File: config.mk
export PLATFORM = sky130hd
export DESIGN_NAME = uart_rx_stream_flat
export DESIGN_NICKNAME = d
export VERILOG_FILES = /design/src/rtl/uart_pkg.sv /design/src/rtl/uart_rx_stream_if.sv /design/src/rtl/uart_rx_sync.sv /design/src/rtl/uart_rx_stream.sv /design/src/flat_wrapper.sv
export SDC_FILE = /design/constraint.sdc
export NUM_CORES = 1
export LEC_CHECK = 0
export ABC_CLOCK_PERIOD_IN_PS = 1740
export CAP_MARGIN = 5
export CORE_ASPECT_RATIO = 0.6
export CORE_UTILIZATION = 45
export DETAILED_ROUTE_END_ITERATION = 12
export PLACE_DENSITY = 0.67
export SYNTH_ARGS = -nofsm -noshare
export SYNTH_HDL_FRONTEND = slang
export SYNTH_HIERARCHICAL = 1
export SYNTH_SLANG_ARGS = --single-unit
File: constraint.sdc
create_clock -name i_Clock -period 1.74 [get_ports i_Clock]
set_input_delay 0.348 -clock i_Clock [delete_from_list [all_inputs] [get_ports i_Clock]]
set_output_delay 0.348 -clock i_Clock [all_outputs]
set_load 0.02 [all_outputs]
File: src/rtl/uart_pkg.sv
// Shared UART definitions: receiver FSM states, frame geometry and the default bit period.
package uart_pkg;

  localparam int UART_DATA_BITS    = 8;
  localparam int UART_CLKS_PER_BIT = 104;

  typedef enum logic [2:0] {
    IDLE,
    START,
    DATA,
    PARITY,
    STOP
  } rx_state_t;

endpackage

File: src/rtl/uart_rx_stream_if.sv
// Valid/ready byte stream carrying received bytes from the UART receiver to its consumer.
interface uart_rx_stream_if;
  import uart_pkg::*;

  logic [UART_DATA_BITS-1:0] o_RX_Byte;
  logic                      o_RX_Byte_tvalid;
  logic                      i_RX_Byte_tready;

  modport master (output o_RX_Byte, output o_RX_Byte_tvalid, input  i_RX_Byte_tready);
  modport slave  (input  o_RX_Byte, input  o_RX_Byte_tvalid, output i_RX_Byte_tready);

endinterface

File: src/rtl/uart_rx_sync.sv
// Multi-stage synchroniser for the asynchronous serial line; resets to the idle (high) level.
module uart_rx_sync #(
  parameter int SYNC_STAGES = 2
) (
  input  logic i_Clock,
  input  logic i_Rst_n,
  input  logic async_in,
  output logic sync_out
);

  logic [SYNC_STAGES-1:0] stages;

  always_ff @(posedge i_Clock or negedge i_Rst_n) begin
    if (!i_Rst_n) begin
      stages <= '1;
    end else begin
      stages <= {stages[SYNC_STAGES-2:0], async_in};
    end
  end

  assign sync_out = stages[SYNC_STAGES-1];

endmodule

File: src/rtl/uart_rx_stream.sv
// UART receiver (8N1, or 8E1 when UART_RX_PARITY_EN is defined) with mid-bit sampling
// and a single-entry valid/ready holding register for the received byte.
module uart_rx_stream
  import uart_pkg::*;
#(
  parameter int CLKS_PER_BIT = UART_CLKS_PER_BIT,
  parameter int SYNC_STAGES  = 2
) (
  input  logic             i_Clock,
  input  logic             i_Rst_n,
  input  logic             i_RX_Serial,
  uart_rx_stream_if.master rx_stream,
  output logic             o_RX_Active,
  output logic             o_RX_Frame_Err,
  output logic             o_RX_Parity_Err,
  output logic             o_RX_Overrun
);

  localparam int               CNT_W     = $clog2(CLKS_PER_BIT);
  localparam logic [CNT_W-1:0] HALF_LAST = CNT_W'(CLKS_PER_BIT / 2 - 1);
  localparam logic [CNT_W-1:0] BIT_LAST  = CNT_W'(CLKS_PER_BIT - 1);
  localparam logic [2:0]       LAST_IDX  = 3'(UART_DATA_BITS - 1);

  rx_state_t                 state, state_next;
  logic [CNT_W-1:0]          clk_cnt, clk_cnt_next;
  logic [2:0]                bit_idx, bit_idx_next;
  logic [UART_DATA_BITS-1:0] shift_reg, shift_next;
  logic                      rx_line;
  logic                      stop_done;
  logic                      parity_hit;
  logic                      commit_pending;
`ifdef UART_RX_PARITY_EN
  logic                      parity_bad, parity_bad_next;
`endif

  uart_rx_sync #(
    .SYNC_STAGES(SYNC_STAGES)
  ) u_sync (
    .i_Clock (i_Clock),
    .i_Rst_n (i_Rst_n),
    .async_in(i_RX_Serial),
    .sync_out(rx_line)
  );

  always_ff @(posedge i_Clock or negedge i_Rst_n) begin
    if (!i_Rst_n) begin
      state     <= IDLE;
      clk_cnt   <= '0;
      bit_idx   <= '0;
      shift_reg <= '0;
    end else begin
      state     <= state_next;
      clk_cnt   <= clk_cnt_next;
      bit_idx   <= bit_idx_next;
      shift_reg <= shift_next;
    end
  end

  // The START wait is half a bit, so every later sample lands mid-bit.
  always_comb begin
    state_next   = state;
    clk_cnt_next = clk_cnt + 1'b1;
    bit_idx_next = bit_idx;
    shift_next   = shift_reg;
    stop_done    = 1'b0;
`ifdef UART_RX_PARITY_EN
    parity_bad_next = parity_bad;
`endif
    case (state)
      IDLE: begin
        clk_cnt_next = '0;
        bit_idx_next = '0;
`ifdef UART_RX_PARITY_EN
        parity_bad_next = 1'b0;
`endif
        if (!rx_line) state_next = START;
      end
      START: begin
        if (clk_cnt == HALF_LAST) begin
          clk_cnt_next = '0;
          state_next   = rx_line ? IDLE : DATA;
        end
      end
      DATA: begin
        if (clk_cnt == BIT_LAST) begin
          clk_cnt_next        = '0;
          shift_next[bit_idx] = rx_line;
          if (bit_idx == LAST_IDX) begin
`ifdef UART_RX_PARITY_EN
            state_next = PARITY;
`else
            state_next = STOP;
`endif
          end else begin
            bit_idx_next = bit_idx + 3'd1;
          end
        end
      end
`ifdef UART_RX_PARITY_EN
      PARITY: begin
        if (clk_cnt == BIT_LAST) begin
          clk_cnt_next    = '0;
          parity_bad_next = (rx_line != (^shift_reg));
          state_next      = STOP;
        end
      end
`endif
      STOP: begin
        if (clk_cnt == BIT_LAST) begin
          clk_cnt_next = '0;
          stop_done    = 1'b1;
          state_next   = IDLE;
        end
      end
      default: begin
        clk_cnt_next = '0;
        state_next   = IDLE;
      end
    endcase
  end

`ifdef UART_RX_PARITY_EN
  always_ff @(posedge i_Clock or negedge i_Rst_n) begin
    if (!i_Rst_n) begin
      parity_bad      <= 1'b0;
      o_RX_Parity_Err <= 1'b0;
    end else begin
      parity_bad      <= parity_bad_next;
      o_RX_Parity_Err <= parity_hit;
    end
  end

  assign parity_hit = stop_done && parity_bad;
`else
  assign parity_hit      = 1'b0;
  assign o_RX_Parity_Err = 1'b0;
`endif

  // A completed byte waits one cycle in shift_reg, then either fills the holding register or is dropped.
  always_ff @(posedge i_Clock or negedge i_Rst_n) begin
    if (!i_Rst_n) begin
      rx_stream.o_RX_Byte        <= '0;
      rx_stream.o_RX_Byte_tvalid <= 1'b0;
      o_RX_Frame_Err             <= 1'b0;
      o_RX_Overrun               <= 1'b0;
      commit_pending             <= 1'b0;
    end else begin
      o_RX_Frame_Err <= stop_done && !rx_line;
      commit_pending <= stop_done && rx_line && !parity_hit;
      o_RX_Overrun   <= 1'b0;
      if (commit_pending) begin
        if (!rx_stream.o_RX_Byte_tvalid || rx_stream.i_RX_Byte_tready) begin
          rx_stream.o_RX_Byte        <= shift_reg;
          rx_stream.o_RX_Byte_tvalid <= 1'b1;
        end else begin
          o_RX_Overrun <= 1'b1;
        end
      end else if (rx_stream.o_RX_Byte_tvalid && rx_stream.i_RX_Byte_tready) begin
        rx_stream.o_RX_Byte_tvalid <= 1'b0;
      end
    end
  end

  assign o_RX_Active = (state != IDLE);

endmodule

File: src/flat_wrapper.sv
// flat-port wrapper written by rule: the top's interface ports become plain ports
module uart_rx_stream_flat import uart_pkg::*;
#(
  parameter int CLKS_PER_BIT = UART_CLKS_PER_BIT,
  parameter int SYNC_STAGES  = 2
)
  (i_Clock, i_Rst_n, i_RX_Serial, o_RX_Active, o_RX_Frame_Err, o_RX_Parity_Err, o_RX_Overrun, rx_stream_o_RX_Byte, rx_stream_o_RX_Byte_tvalid, rx_stream_i_RX_Byte_tready);
  uart_rx_stream_if rx_stream_i ();
  input  logic i_Clock;
  input  logic i_Rst_n;
  input  logic i_RX_Serial;
  output logic o_RX_Active;
  output logic o_RX_Frame_Err;
  output logic o_RX_Parity_Err;
  output logic o_RX_Overrun;
  output wire logic [$bits(rx_stream_i.o_RX_Byte)-1:0] rx_stream_o_RX_Byte;
  output wire logic [$bits(rx_stream_i.o_RX_Byte_tvalid)-1:0] rx_stream_o_RX_Byte_tvalid;
  input wire logic [$bits(rx_stream_i.i_RX_Byte_tready)-1:0] rx_stream_i_RX_Byte_tready;
  assign rx_stream_o_RX_Byte = rx_stream_i.o_RX_Byte;
  assign rx_stream_o_RX_Byte_tvalid = rx_stream_i.o_RX_Byte_tvalid;
  assign rx_stream_i.i_RX_Byte_tready = rx_stream_i_RX_Byte_tready;
  uart_rx_stream #(.CLKS_PER_BIT(CLKS_PER_BIT), .SYNC_STAGES(SYNC_STAGES)) u_core (.i_Clock(i_Clock), .i_Rst_n(i_Rst_n), .i_RX_Serial(i_RX_Serial), .rx_stream(rx_stream_i), .o_RX_Active(o_RX_Active), .o_RX_Frame_Err(o_RX_Frame_Err), .o_RX_Parity_Err(o_RX_Parity_Err), .o_RX_Overrun(o_RX_Overrun));
endmodule
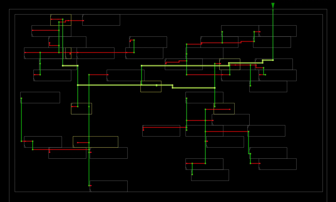
Figure 1: run 1, the clock network.
number of buffers created by CTS: 5
CLK BUF: 6
Seq cells: 35
clk pwr: 0.000681 W
skew final: 0.00325 ns

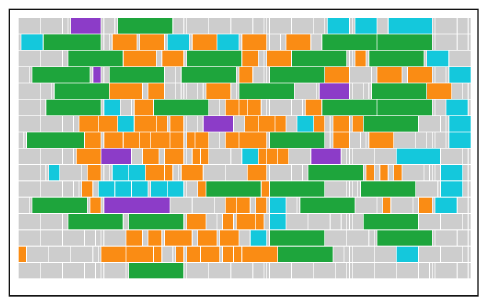
Figure 2: run 1, placed cells, one colour a class.
(6 px per µm) Fill, decap, tap and diode cells in grey.
class	colour	cells
flops	green	35
combinational and other logic	orange	90
clock drivers and dummy loads	purple	7
other buffers and delay cells	cyan	31

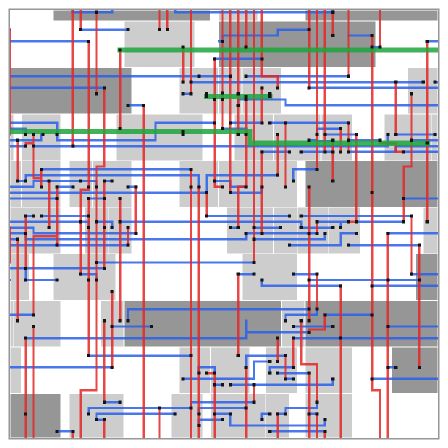
Figure 3: run 1, a small window of the routed layout.
Region (26, 11) to (51, 36) µm. Cells in grey, sequential cells in the stronger grey; small squares are vias.
layer	colour
metal 2	red
metal 1	blue
metal 3	green
cells with their middle in the window	43
sequential cells in the window	5
netlist names of flops here include	u_core/clk_cnt (3), u_core/shift_reg (2)
most frequent	nor2_1 (6), dfrtp_1 (5), buf_4 (5)

==> out/metrics.json, run 1 <==
{
  "status": "finished, final reports clean",
  "cts.sinks": 35,
  "netlist_area_mm2": 0.00155,
  "ys_sh_xor": 0.0338,
  "row_count": 16,
  "cp_slowest_stage_delay_ns": 0.38,
  "achievable-frequency_mhz": 587,
  "intPower_w": 0.00125,
  "layout_top_cell": "sky130_fd_sc_hd__dfrtp_1",
  "top_area_frac": 0.531,
  "non_clock_buffer_area_share": 0.145,
  "grt_max_degree": 36,
  "use_met1": 0.232,
  "synthTopLogicFamily": "simple AND/OR/NAND/NOR gates",
  "ys.flops": 35,
  "pre_cts_ws_ns": -0.00776,
  "track_usage": 0.178,
  "post_synth_ao_oa_area_fraction": 0.0829,
  "critical_path.n_buffers_inverters": 0,
  "worst_hold_path.endpoint": "u_core/u_sync/stages[1]$_DFF_PN1_",
  "placement.io_buffers": 15,
  "met2_wirelength_um": 1450,
  "number_of_global_route_vias_before_repair": 1001,
  "gr-usage-met3": 0.0648,
  "crit-reg2reg-launch": "u_core/bit_idx[1]$_DFFE_PN0P_",
  "syn_inst": 130,
  "synth_nets": 137,
  "cellLeakagePower_nw": 0.904,
  "post_synthesis_to_final_layout_area_growth_pct": 29.0,
  "via_per_inst": 5.34,
  "final_layout_size_suffix_gt1_frac": 0.288,
  "layout_top_cells_excl_fill_tap": "sky130_fd_sc_hd__dfrtp_1 (32), sky130_fd_sc_hd__clkdlybuf4s50_1 (14), sky130_fd_sc_hd__buf_4 (14)",
  "routed_wirelength_um": 3110,
  "dr.first_iter.drc_count": 70,
  "clockPowerShare": 0.444,
  "m1WireLength_um": 1510,
  "critPathSlowestCell": "sky130_fd_sc_hd__dfrtp_1",
  "avgSynthCellArea_um2": 12.0,
  "routedWlPerCell_um": 14.9,
  "register_area_um2": 880,
  "chipHeight_um": 47.5,
  "route.top_layer_used": "met4",
  "clkLatencyLatePin_ns": 0.28,
  "maxCapViolCount": 0,
  "power_leader": "registers",
  "dominant-cell-class": "flip-flops and latches",
  "clock_edge_transition_at_the_registers_on_the_reported_setup_and_hold_paths_ns": 0.06,
  "total_power_w": 0.00153,
  "nets": 170,
  "grt_overflow_total": 0,
  "topCellsByArea": "sky130_fd_sc_hd__dfrtp_1 (53%), sky130_fd_sc_hd__mux2_2 (7.2%), sky130_fd_sc_hd__dfstp_2 (3.4%)",
  "final-setup-viol-count": 0,
  "comb.multi_input.count": 88,
  "buffers_excl_clock": 31,
  "global_route_wire_length_before_repair_um": 4690,
  "sequential_power_w": 0.000821,
  "diodes": 0,
  "post_cts_buffers": 1,
  "finalClockPeriodUsage": 0.979,
  "leading_cell_type_by_number_of_instances_after_synthesis": "sky130_fd_sc_hd__dfrtp_1",
  "power_density_mw_per_mm2": 765,
  "swShare": 0.186,
  "route.vias.total": 1110,
  "globalRoute.busiestLayer": "met2",
  "tritoncts": "built",
  "hold_path_class": "reg2reg",
  "slew_viol_final": 0,
  "startpoint_type_of_the_worst_setup_path": "register",
  "timing.critical_path.arrival_ns": 1.86,
  "cp_top_family": "flip-flops",
  "timing.rr.end": "u_core/bit_idx[0]$_DFFE_PN0P_",
  "ys_sh_adder": 0.0242,
  "synth.yosys.chip_area_mm2": 0.00155,
  "drtPass1Iterations": 4,
  "final.setup.worst_slack_ns": 0.0372,
  "postSynth.topFlopCell": "sky130_fd_sc_hd__dfrtp_1",
  "placed_cells": 200,
  "share_comb_of_total_power": 0.021,
  "utilization": 0.611,
  "design.die.area_mm2": 0.00370,
  "root_cell_of_the_clock_tree": "sky130_fd_sc_hd__clkbuf_8",
  "synthDistinctLibCells": 41,
  "simple_gate_area_frac": 0.172,
  "crit_cells": 6,
  "nonClockInverterCount": 2,
  "hold_ws_ns": 0.360,
  "postLayoutCellArea_mm2": 0.00200,
  "postCtsResizedCells": 6,
  "pin_count": 17,
  "die_width_um": 77.9,
  "initial_core_utilization": 0.473,
  "cts_max_level": 2,
  "fillers": 268,
  "critical_path.startpoint": "u_core/bit_idx[1]$_DFFE_PN0P_",
  "netlist.top_cell.by_area": "sky130_fd_sc_hd__dfrtp_1",
  "detailed_place.area_mm2": 0.00187,
  "critical_path_class": "reg2reg",
  "grt_antenna_before_repair": 0,
  "drc": 0,
  "cp_data_required_time_ns": 1.90,
  "timing.critical_path.cells": "ha_2 -> ha_2 -> a21o_1 -> or2_4 -> a21o_1 -> mux2_2",
  "timing.critical_path.to_type": "register",
  "yosys_cell_count": 130,
  "clk_share": 0.0512,
  "synth-async-reset-ratio": 1.00,
  "stdcell_count": 208,
  "post-dp-hpwl_um": 2230,
  "gp_congestion": 0.770,
  "tapcell.inserted": 45,
  "cts_hold_buffers_added": 0,
  "finalHoldViolCount": 0,
  "reg2reg_setup_slack_ns": 0.04,
  "yosys-top-cells-count": "sky130_fd_sc_hd__dfrtp_1 (33), sky130_fd_sc_hd__mux2_2 (10), sky130_fd_sc_hd__nor2_1 (10), sky130_fd_sc_hd__nor3_1 (5)",
  "grt_util_met2": 0.288,
  "p_comb_w": 0.0000315,
  "fin_setup_tns_ns": 0,
  "warnings": 26,
  "number_of_nets_still_failing_antenna_checks_after_routing": 0,
  "maximum_count_of_clock_buffers_along_a_single_path": 2,
  "area.combinational_um2": 668,
  "met3WireLength_um": 126,
  "crit_path_max_fanout": 3,
  "number_of_enable_flip_flop_cells": 0,
  "comb_share": 0.333,
  "yosysWarnings": 6,
  "r2r_cells": 6,
  "holdCritStartpoint": "u_core/u_sync/stages[0]$_DFF_PN1_",
  "post-route-min-period_ns": 1.70,
  "power.share.sequential": 0.535
}
Figure 4. Local utilization (run 1).
(4 px per µm) The die is cut into 8 by 5 equal tiles; black is low, pale yellow is high, 0 to 100% covered.
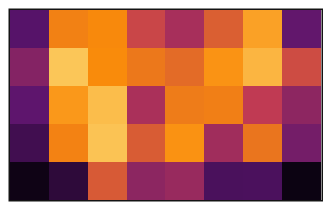

## Run 2: what changed since run 1
--- a/config.mk
+++ b/config.mk
@@ -10,8 +10,8 @@
 export CORE_ASPECT_RATIO = 0.6
 export CORE_UTILIZATION = 45
 export DETAILED_ROUTE_END_ITERATION = 12
-export PLACE_DENSITY = 0.67
+export PLACE_DENSITY = 0.66
+export REMOVE_ABC_BUFFERS = 1
 export SYNTH_ARGS = -nofsm -noshare
 export SYNTH_HDL_FRONTEND = slang
-export SYNTH_HIERARCHICAL = 1
 export SYNTH_SLANG_ARGS = --single-unit
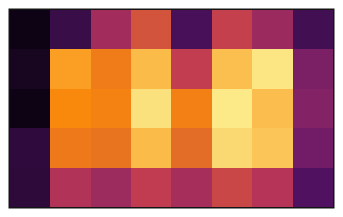
Figure 5: run 2, local utilization.
(4 px per µm) The die is cut into 8 by 5 equal tiles; black is low, pale yellow is high, 0 to 100% covered.
densest ninth of the die	centre
tiles over 75% full	25%
fullest tile	96%
emptiest ninth of the die	upper left
mean over tiles	53%

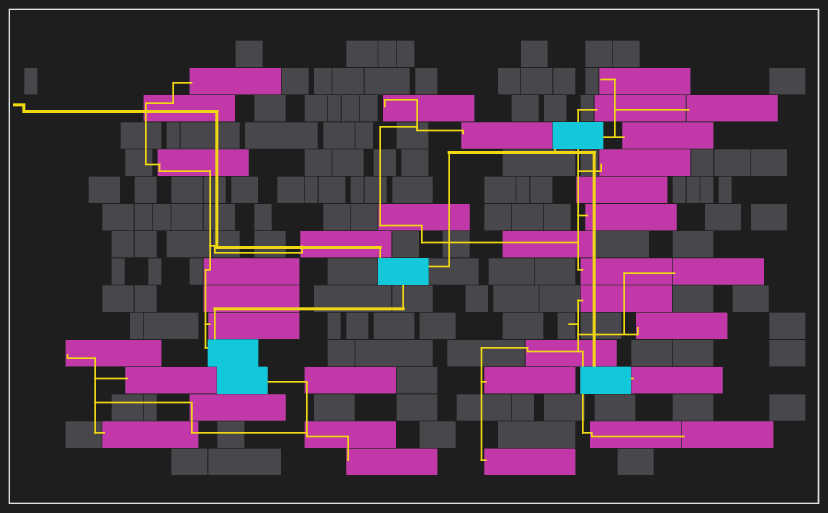
Figure 6: run 2, routed clock nets over the placement.
(10 px per µm)
[flip-flops] magenta | count: 35
[clock drivers] cyan | count: 5
[clock wires] yellow | length: 406 µm
routed clock nets	6
clock insertion delay at the later pin of the skew report: 0.29 ns
clk pwr: 0.000573 W
clock network fraction of design power: 0.403

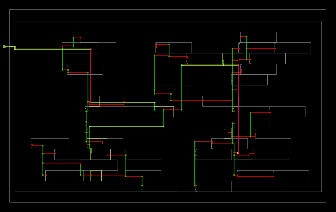
Figure 7: run 2, the clock network.
CLK BUF: 5
count of clock tree sinks: 35
skew final: 0.00970 ns

==> out/metrics.json, run 2 <==
{
  "utilization": 0.638,
  "power_density_mw_per_mm2": 656,
  "worst_hold_path.endpoint": "u_core.u_sync.stages[1]$_DFF_PN1_",
  "number_of_global_route_vias_before_repair": 1193,
  "topCellsByArea": "sky130_fd_sc_hd__dfrtp_1 (49%), sky130_fd_sc_hd__mux2_2 (10%), sky130_fd_sc_hd__dfstp_2 (3.1%)",
  "design.die.area_mm2": 0.00398,
  "synth-async-reset-ratio": 1.00,
  "non_clock_buffer_area_share": 0.134,
  "slew_viol_final": 0,
  "placement.io_buffers": 15,
  "grt_max_degree": 36,
  "postSynth.topFlopCell": "sky130_fd_sc_hd__dfrtp_1",
  "cp_slowest_stage_delay_ns": 0.40,
  "power.switching_w": 0.000317,
  "cellLeakagePower_nw": 0.975,
  "seq-cell-share": 0.407,
  "timing.critical_path.arrival_ns": 1.93,
  "sequential_cell_total": 35,
  "reg2reg_setup_slack_ns": -0.01,
  "globalRoute.busiestLayer": "met2",
  "failed_checks": "negative setup slack",
  "finalHoldViolCount": 0,
  "route.vias.total": 1220,
  "stdcell_count": 219,
  "cp_top_family": "simple AND/OR/NAND/NOR gates",
  "route.top_layer_used": "met4",
  "use_met1": 0.264,
  "final.setup.worst_slack_ns": -0.0123,
  "timing.rr.end": "u_core.shift_reg[4]$_DFFE_PN0P_",
  "warnings": 26,
  "swShare": 0.223,
  "drtPass1Iterations": 4,
  "cts_max_level": 2,
  "leading_cell_type_by_number_of_instances_after_synthesis": "sky130_fd_sc_hd__dfrtp_1",
  "routed_wirelength_um": 3400,
  "yosysWarnings": 0,
  "register_area_um2": 882,
  "ys_sh_xor": 0.0157,
  "cp_data_required_time_ns": 1.91,
  "sequential_power_w": 0.000821,
  "timing.critical_path.cells": "ha_2 -> nand3b_1 -> buf_12 -> nor4_1 -> mux2_2",
  "m1WireLength_um": 1610,
  "timing.critical_path.to_type": "register",
  "comb.multi_input.count": 96,
  "power_leader": "registers",
  "drc": 0,
  "crit-reg2reg-launch": "u_core.clk_cnt[1]$_DFF_PN0_",
  "p_comb_w": 0.0000290,
  "synthTopLogicFamily": "simple AND/OR/NAND/NOR gates",
  "dr.first_iter.drc_count": 59,
  "grt_setup_unrepaired": "true",
  "via_per_inst": 5.57,
  "clk_share": 0.0409,
  "global_route_wire_length_before_repair_um": 5610,
  "post-route-min-period_ns": 1.75,
  "synth.yosys.chip_area_mm2": 0.00168,
  "met2_wirelength_um": 1580,
  "die_width_um": 80.8,
  "met3WireLength_um": 177,
  "yosys_cell_count": 143,
  "initial_core_utilization": 0.492,
  "top_area_frac": 0.493,
  "post_synthesis_to_final_layout_area_growth_pct": 29.5,
  "nonClockInverterCount": 4,
  "tritoncts": "built",
  "placed_cells": 209,
  "avgSynthCellArea_um2": 11.7,
  "numCtsBuffers": 5,
  "layout_top_cell": "sky130_fd_sc_hd__dfrtp_1",
  "critical_path.n_buffers_inverters": 1,
  "ys_sh_adder": 0.0224,
  "simple_gate_area_frac": 0.196,
  "r2r_cells": 5,
  "number_of_enable_flip_flop_cells": 0,
  "power.share.sequential": 0.577,
  "post-dp-hpwl_um": 2460,
  "clock_edge_transition_at_the_registers_on_the_reported_setup_and_hold_paths_ns": 0.08,
  "share_comb_of_total_power": 0.020,
  "comb_share": 0.386,
  "synthDistinctLibCells": 43,
  "nets": 180,
  "finalClockPeriodUsage": 1.01,
  "layout_top_cells_excl_fill_tap": "sky130_fd_sc_hd__dfrtp_1 (30), sky130_fd_sc_hd__mux2_2 (14), sky130_fd_sc_hd__clkdlybuf4s50_1 (14), sky130_fd_sc_hd__buf_4 (14), sky130_fd_sc_hd__nand2_1 (10)",
  "syn_inst": 143,
  "crit_cells": 5,
  "area.combinational_um2": 837,
  "placeableCoreArea_mm2": 0.00340,
  "ys.flops": 35,
  "critical_path_class": "reg2reg",
  "crit_path_max_fanout": 22,
  "fin_setup_tns_ns": -0.0123,
  "holdCritStartpoint": "u_core.u_sync.stages[0]$_DFF_PN1_",
  "postLayoutCellArea_mm2": 0.00217,
  "netlist_area_mm2": 0.00168,
  "diodes": 0,
  "grt_util_met2": 0.294,
  "pre_cts_ws_ns": -0.00331,
  "postCtsResizedCells": 5,
  "track_usage": 0.196,
  "total_power_w": 0.00142,
  "gr-usage-met3": 0.0673,
  "intPower_w": 0.00111,
  "buffers_excl_clock": 31,
  "grt_overflow_total": 0,
  "number_of_nets_still_failing_antenna_checks_after_routing": 0,
  "final_layout_size_suffix_gt1_frac": 0.356,
  "dominant-cell-class": "flip-flops and latches",
  "final-setup-viol-count": 1,
  "critPathSlowestCell": "sky130_fd_sc_hd__dfrtp_1",
  "post_synth_ao_oa_area_fraction": 0.0956,
  "fillers": 261,
  "detailed_place.area_mm2": 0.00197,
  "tapcell.inserted": 45,
  "row_count": 16,
  "pin_count": 17,
  "routedWlPerCell_um": 15.5,
  "root_cell_of_the_clock_tree": "sky130_fd_sc_hd__clkbuf_8",
  "critical_path.startpoint": "u_core.clk_cnt[1]$_DFF_PN0_",
  "maximum_count_of_clock_buffers_along_a_single_path": 2,
  "gp_congestion": 0.822,
  "post_cts_buffers": 0,
  "netlist.top_cell.by_area": "sky130_fd_sc_hd__dfrtp_1",
  "grt_antenna_before_repair": 0,
  "chipHeight_um": 49.3,
  "startpoint_type_of_the_worst_setup_path": "register",
  "yosys-top-cells-count": "sky130_fd_sc_hd__dfrtp_1 (33), sky130_fd_sc_hd__mux2_2 (15), sky130_fd_sc_hd__nand2_1 (10), sky130_fd_sc_hd__nor4_1 (6), sky130_fd_sc_hd__nand2b_1 (5)",
  "hold_ws_ns": 0.357,
  "hold_path_class": "reg2reg",
  "cts_hold_buffers_added": 0,
  "status": "finished with violations",
  "achievable-frequency_mhz": 571,
  "maxCapViolCount": 0
}
Power figures rest on the tool's default switching activity, not on a simulated workload.
